==> config.mk <==
export PLATFORM = sky130hd
export DESIGN_NAME = datapath_control_unit
export DESIGN_NICKNAME = d
export VERILOG_FILES = /design/src/rtl/datapath_control_unit.sv
export SDC_FILE = /design/constraint.sdc
export NUM_CORES = 1
export LEC_CHECK = 0
export CORE_AREA = 4 4 66 68
export DETAILED_ROUTE_END_ITERATION = 10
export DIE_AREA = 0 0 70 72
export DONT_BUFFER_PORTS = 1
export GPL_TIMING_DRIVEN = 0
export HOLD_SLACK_MARGIN = 0.03
export PLACE_DENSITY = 0.68
export SKIP_LAST_GASP = 1
export SLEW_MARGIN = 30
export SYNTH_ARGS = -nofsm -noshare
export SYNTH_HDL_FRONTEND = slang
export SYNTH_SLANG_ARGS = --single-unit
==> constraint.sdc <==
create_clock -name clock -period 2.9 [get_ports clock]
set_input_delay 0.29 -clock clock [delete_from_list [all_inputs] [get_ports clock]]
set_output_delay 0.29 -clock clock [all_outputs]
set_load 0.02 [all_outputs]
### Register map, names as in the netlist

Other cells in gray.
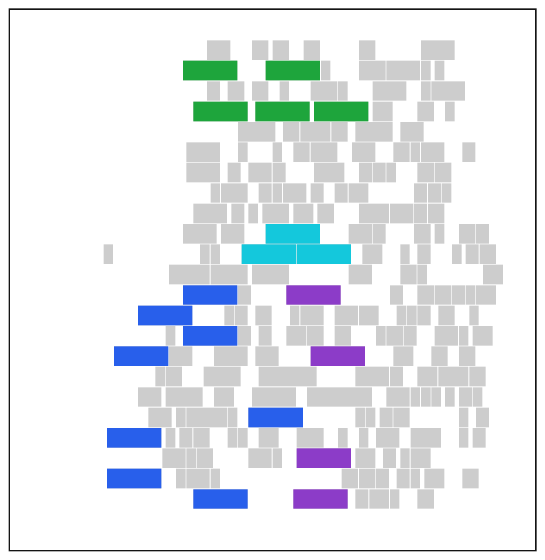
cnt_q -> blue  # placed flops 8
op_q -> green  # placed flops 5, where top center
op_cls -> cyan  # placed flops 3
state -> purple  # placed flops 4
Seq. pwr: 0.000312 W
Final Core Density: 0.4698
footprint of the flip-flops and latches: 400.4 µm²
sequential share of cell area: 0.2210

### Metal 2

Cells faint in the background.
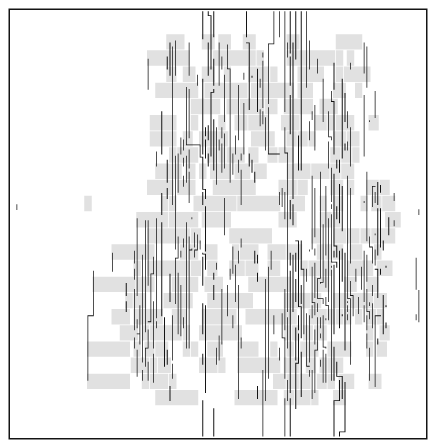
main direction = vertical
share of all routed wire = 47%
wire length after detailed routing: 3819 µm
number of vias after detailed routing: 1484

==> run_summary.xml <==
<?xml version="1.0" encoding="UTF-8"?>
<metrics>
  <group name="finish">
    <metric name="largest_register_ffs" unit="">8</metric>
    <metric name="nNetsFinal" unit="">264</metric>
    <metric name="drive_above_1_share" unit="">0.1606</metric>
    <metric name="diodes" unit="">0</metric>
    <metric name="final-instance-count-excl-fill" unit="">268</metric>
    <metric name="areaGrowthSynthToFinish" unit="%">6.943</metric>
  </group>
  <group name="clock_tree">
    <metric name="cts_buffers" unit="">3</metric>
    <metric name="cts_htree_levels" unit="">1</metric>
    <metric name="cts_root_buffer" unit="">clkbuf_8</metric>
    <metric name="clock_latency" unit="ns">0.25</metric>
    <metric name="cts_tree" unit="">built</metric>
    <metric name="post_cts_hold_buffer_count" unit="">0</metric>
  </group>
  <group name="sta">
    <metric name="worst_slew_margin_rel" unit="">0.4652</metric>
    <metric name="fmax" unit="MHz">400.0</metric>
    <metric name="final-setup-viol-count" unit="">0</metric>
    <metric name="finalClockPeriodUsage" unit="">0.8622</metric>
    <metric name="setup_repair_after_global_routing_missed_its_margin" unit="">no</metric>
    <metric name="worst_slew_pin_slew" unit="ns">0.7961</metric>
    <metric name="timing_max_transition_violations_final" unit="">0</metric>
    <metric name="setup_tns" unit="ns">0</metric>
    <metric name="period_minus_slack" unit="ns">2.500</metric>
    <metric name="timing.clock.skew" unit="ns">0.005243</metric>
    <metric name="timing_hold_violations_final" unit="">0</metric>
  </group>
  <group name="critical_path">
    <metric name="worstSetupPathDepth" unit="">9</metric>
    <metric name="arrival_time_at_the_worst_endpoint" unit="ns">2.67</metric>
    <metric name="worst-path-max-fanout" unit="">11</metric>
    <metric name="critical_path_class" unit="">reg2reg</metric>
    <metric name="worst_reg2reg_path_length_in_cells" unit="">9</metric>
    <metric name="cp-end-kind" unit="">flip-flop</metric>
    <metric name="critPathBufInv" unit="">2</metric>
    <metric name="crit_slowest_cell" unit="">nor4b_4</metric>
    <metric name="worst_path_dominant_cell_family" unit="">AND-OR/OR-AND gates</metric>
    <metric name="critical_path_required" unit="ns">3.07</metric>
    <metric name="cpPeakStageDelay" unit="ns">0.47</metric>
    <metric name="reg2reg_slack" unit="ns">0.40</metric>
    <metric name="crit_path_cell_trace" unit="">buf_2 -&gt; nor4b_4 -&gt; buf_6 -&gt; nand2_1 -&gt; a21oi_2 -&gt; ha_1 -&gt; mux2i_1 -&gt; a211o_1 -&gt; a22oi_1</metric>
  </group>
  <group name="placement">
    <metric name="place_inst" unit="">264</metric>
    <metric name="detailedPlacementHpwl" unit="µm">2937</metric>
    <metric name="globalplace.congestion" unit="">0.8754</metric>
  </group>
  <group name="global_routing">
    <metric name="grt-busiest-layer" unit="">met2</metric>
    <metric name="first_global_vias" unit="">1398</metric>
    <metric name="use_met1" unit="">0.1978</metric>
    <metric name="grt_start_max_net_pins" unit="">12</metric>
  </group>
  <group name="power_and_ir_drop">
    <metric name="comb_power_share" unit="">0.341</metric>
    <metric name="power.largest_group" unit="">registers</metric>
    <metric name="power_per_cell_area" unit="nW/µm²">434.1</metric>
    <metric name="comb_power" unit="W">0.000268</metric>
    <metric name="power_frac_seq" unit="">0.397</metric>
    <metric name="leakage" unit="nW">0.6688</metric>
    <metric name="swShare" unit="">0.3582</metric>
    <metric name="total_switching_power" unit="W">0.0002817</metric>
    <metric name="internal-power" unit="W">0.0005048</metric>
    <metric name="clock_power_share" unit="">0.262</metric>
    <metric name="clockNetworkPower" unit="W">0.000206</metric>
  </group>
  <group name="synthesis">
    <metric name="synthesis.yosys.warnings" unit="">0</metric>
    <metric name="ys.flops" unit="">20</metric>
    <metric name="area_fraction_in_mux_cells" unit="">0.05761</metric>
    <metric name="simple_gate_share" unit="">0.3523</metric>
    <metric name="synth_area" unit="µm²">1694</metric>
    <metric name="post_synth_fa_ha_maj_area_fraction" unit="">0.06647</metric>
    <metric name="fraction_of_the_mapped_netlist_area_in_compound_gates" unit="">0.1773</metric>
    <metric name="postSynth.topFlopCell" unit="">dfxtp_1</metric>
    <metric name="yosys-dominant-comb-family" unit="">simple AND/OR/NAND/NOR gates</metric>
    <metric name="syn-num-nets" unit="">259</metric>
    <metric name="synthArstFlopShare" unit="">0</metric>
    <metric name="syn_inst" unit="">214</metric>
    <metric name="ys_area" unit="µm²">1694</metric>
    <metric name="synth.yosys.seq_area_share" unit="">0.2363</metric>
    <metric name="synth.avg_cell_area" unit="µm²">7.916</metric>
    <metric name="synth_cell_types" unit="">56</metric>
    <metric name="netlist.top_cell.by_area" unit="">dfxtp_1</metric>
    <metric name="ys_cells" unit="">214</metric>
    <metric name="edf_count" unit="">0</metric>
  </group>
  <group name="floorplan">
    <metric name="dieArea" unit="µm²">5040</metric>
    <metric name="die-width" unit="µm">70</metric>
    <metric name="core" unit="µm²">3856</metric>
  </group>
  <group name="route">
    <metric name="drtPass1Iterations" unit="">5</metric>
    <metric name="wl_per_cell" unit="µm">14.25</metric>
    <metric name="drc_markers" unit="">0</metric>
    <metric name="first_iter_violations" unit="">111</metric>
  </group>
  <group name="outcome">
    <metric name="status" unit="">completed</metric>
  </group>
  <group name="hold_path">
    <metric name="min-delay-path-class" unit="">in2reg</metric>
    <metric name="worst_hold_path.num_cells" unit="">2</metric>
  </group>
  <group name="job">
    <metric name="max_cap_violations" unit="">0</metric>
    <metric name="tool_warnings" unit="">59</metric>
  </group>
</metrics>
## cell type report
| class | instances | area share |
|---|---|---|
| multi-input combinational | 169 | 0.6450 |
| sequential | 20 | 0.2210 |
| buffer | 16 | 0.05041 |
| tap | 50 | 0.03453 |
| clock buffer | 4 | 0.03039 |
| inverter | 9 | 0.01865 |
## synth_stat cells, drive strengths merged, types with 2 or more instances
cell type  instances
nand3              4
nand2b            13
and2               5
inv                9
a211oi             2
nor2              30
o2111ai            2
nor3b              2
mux2i              6
o21ai              7
a21oi             16
o31a               2
nor4               2
ha                 9
mux2               3
or3b               3
a2111oi            2
and3               3
dfxtp             20
nor3               7
nand4              2
o211ai             2
nand3b             4
clkbuf             5
xnor2              7
nor2b              7
buf               11
a22oi              2
or2                3
nand2             11
## per-stage QoR
step	hold WS, ns	cell area (µm²)	setup slack, ns	util	total power (W)
floorplan	0.4574	1694	0.6681	-	0.0005385
global placement	0.4793	1757	0.4162	0.4555	0.0005838
detailed placement	0.4867	1757	0.4004	0.4555	0.0005839
CTS	0.2256	1812	0.3756	0.4698	0.0007925
global route	0.2533	1812	0.2128	0.4698	0.0008312
finish	0.2241	1812	0.3997	0.4698	0.0007865
## placed cells by master, fill, tap and decap left out, types with 5 or more instances in the layout
cell      Yosys  layout
nor2_1       29      29
dfxtp_1      20      20
a21oi_1      15      15
nand2b_1     13      13
nand2_1      11      11
ha_1          9       9
inv_1         8       8
o21ai_0       7       7
nor2b_1       7       7
xnor2_1       7       7
nor3_1        6       6
clkbuf_1      5       5
mux2i_1       5       5
and2_1        5       5
buf_4         5       5
## layer usage
layer | wire (µm) | part of all wire | up-vias
met5 | 0 | 0 | -
met4 | 43 | 0.011 | 0
met3 | 204 | 0.053 | 6
met2 | 1786 | 0.47 | 39
met1 | 1785 | 0.47 | 684
li1 | - | - | 755
Power and IR drop assume default switching activity.
